Design if_stage, sky130hd; sources not shown.
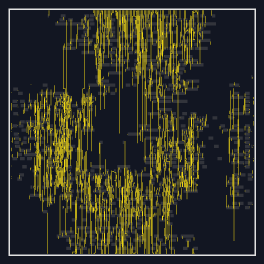
Fig. 1. Metal 2.
(1.5 px per um)
The layer holds 47% of the routed length. The longest straight run is 73.1 um. The wires run mostly vertical. The layer carries 9430 um of wire.
met2 track utilization from global routing: 24.4%
vias after detailed routing: 5696

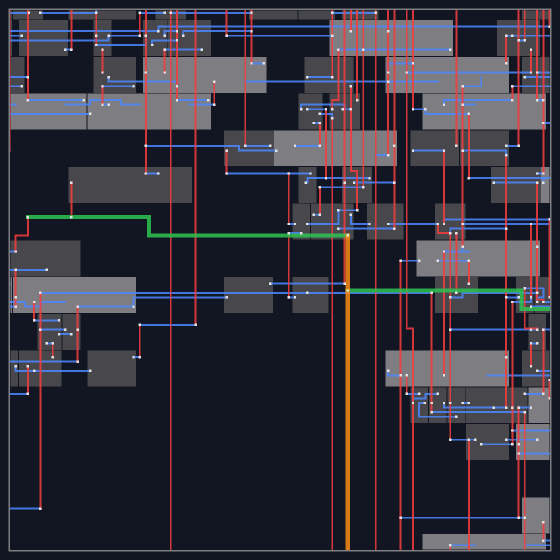
Fig. 2. Zoomed window.
Window x 61 to 101, y 94 to 134 um. Cells in gray, sequential cells in the stronger gray; small squares are vias.
Key: M3 = green; M1 = blue; M2 = red; M4 = orange
Most frequent: dfrtp_1 (10), clkdlybuf4s50_1 (9), nand2_1 (8). Sequential cells in the window: 10. 48 logic cells have their middle in the window.

==> impl_metrics.env <==
# flow metrics
export IMPL_synthCells=698
export IMPL_cp_arrival_ns=3.49
export IMPL_maximum_number_of_pins_on_one_net_before_global_route_repair=67
export IMPL_clkbuf_count=11
export IMPL_synth_yosys_warnings=0
export IMPL_routed_wl_um=20100
export IMPL_met2RoutedLength_um=9430
export IMPL_worst_skew_pair_late_latency_ns=0.36
export IMPL_crit_cells=6
export IMPL_post_synth_num_cell_types=61
export IMPL_instance_area_at_placement_um2=8500
export IMPL_register_area_um2=2400
export IMPL_worst_endpoint_required_ns=5.76
export IMPL_smallest_hold_slack_ns=0.472
export IMPL_ys_seq_share_pct=37.1
export IMPL_critical_path_slowest_cell="sky130_fd_sc_hd__clkdlybuf4s50_1"
export IMPL_ys_area_um2=6480
export IMPL_finalWorstPathRequiredPeriod_ns=4.93
export IMPL_busiest_layer="met2"
export IMPL_met3RoutedLength_um=728
export IMPL_route_detailed_vias_per_inst=4.79
export IMPL_firstDrtPassIters=4
export IMPL_cap_viol_max_count=0
export IMPL_power_density_nw_per_um2=554
export IMPL_unrepaired_setup_endpoints_after_global_routing="no"
export IMPL_cts_buffers_inserted=9
export IMPL_largest_area_cell="sky130_fd_sc_hd__dfrtp_1"
export IMPL_post_synth_ao_oa_area_fraction_pct=16.8
export IMPL_chipHeight_um=163
export IMPL_clock_sinks=96
export IMPL_clockNetworkAreaShare_pct=3.55
export IMPL_total_power_consumption_of_the_routed_design_mw=4.88
export IMPL_n_all_inverters=14
export IMPL_kind_of_end_point_of_the_critical_path="output pin"
export IMPL_timing_critical_path_cells="and3_1 -> nand3_1 -> nor2_1 -> and3_1 -> xor2_1 -> clkdlybuf4s50_1"
export IMPL_fp_dieW_um=163
export IMPL_area_fraction_in_xor_and_xnor_cells_pct=11.2
export IMPL_sh_seq_area_pct=27.3
export IMPL_power_largest_group="combinational cells"
export IMPL_die_area_um2=26600
export IMPL_grt_first_pass_wirelength_um=30500
export IMPL_post_route_cell_area_um2=8810
export IMPL_setup_viol_count_final=0
export IMPL_ctsHtreeMaxLevel=3
export IMPL_antenna_found_initial=0
export IMPL_fin_util_pct=34.8
export IMPL_post_cts_setup_buffer_count=0
export IMPL_clock_pin_slew_on_the_worst_setup_and_hold_paths_ns=0.07
export IMPL_synthToLayoutAreaGrowth_pct=36.1
export IMPL_syn_area_per_cell_um2=9.28
export IMPL_largest_cell_class="multi-input combinational cells"
export IMPL_peakVddDrop_mv=0.295
export IMPL_combinationalPowerShare_pct=69.5
export IMPL_place_detailed_instances=1172
export IMPL_nMultiInputCombCells=548
export IMPL_finish_cell_count_without_fillers=1188
export IMPL_yosys_stat_cells=698
export IMPL_antenna_diode_count=0
export IMPL_hold_path_class="flip-flop to flip-flop"
export IMPL_ys_flops=96
export IMPL_final_cell_mix="sky130_fd_sc_hd__clkdlybuf4s50_1 (176), sky130_fd_sc_hd__dfrtp_1 (96), sky130_fd_sc_hd__nand2_1 (90)"
export IMPL_post_synthesis_cell_area_um2=6480
export IMPL_start_kind="flip-flop"
export IMPL_finalCritPeriodShare_pct=68.4
export IMPL_min_delay_path_depth=1
export IMPL_p_int_mw=2.24
export IMPL_share_clk_of_total_power_pct=10.8
export IMPL_tns_ns=0
export IMPL_postCtsResizedCells=0
export IMPL_critical_path_class="flip-flop to output pin"
export IMPL_ys_dominant_reg_cell="sky130_fd_sc_hd__dfrtp_1"
export IMPL_rows=58
export IMPL_synth_async_sr_flop_share_pct=100
export IMPL_synthTopLogicFamily="AND-OR/OR-AND gates"
export IMPL_post_route_worst_setup_slack_ns=2.27
export IMPL_buffers=184
export IMPL_global_route_usage_total_pct=15.0
export IMPL_n_tap_cell=330
export IMPL_critPathMostFrequentCell="sky130_fd_sc_hd__and3_1"
export IMPL_maxUsedRoutingLayer="met4"
export IMPL_critical_path_max_stage_delay_ns=0.86
export IMPL_count_of_tool_warnings=32
export IMPL_grt_overflow=0
export IMPL_final_nets=929
export IMPL_synth_mux_area_fraction_pct=6.99
export IMPL_powerSeq_mw=0.961
export IMPL_simple_gate_fraction_of_synth_area_pct=16.1
export IMPL_tritoncts="done"
export IMPL_pwr_share_seq_pct=19.7
export IMPL_switching_share_pct=54.2
export IMPL_num_io_pins=182
export IMPL_p_leak_nw=3.68
export IMPL_status="completed"
export IMPL_timing_critical_path_max_delay_family="simple AND/OR/NAND/NOR gates"
export IMPL_timing_max_slew_rel_slack_pct=33.5
export IMPL_maxClockFrequency_mhz=203
export IMPL_root_buffer="sky130_fd_sc_hd__clkbuf_16"
export IMPL_routedLengthMet1_um=9740
export IMPL_reg2reg_slack_ns=2.80
export IMPL_grt_met1_usage_pct=20.6
export IMPL_grt_pass1_vias=5388
export IMPL_post_synth_most_frequent_cells="sky130_fd_sc_hd__dfrtp_1 (96), sky130_fd_sc_hd__nand2_1 (90), sky130_fd_sc_hd__xnor2_1 (56)"
export IMPL_nonClkBufAreaFrac_pct=20.7
export IMPL_portBuffers=177
export IMPL_detail_route_antenna_nets=0
export IMPL_critical_path_n_buffers_inverters=1
export IMPL_max_slew_worst_pin_slew_ns=0.994
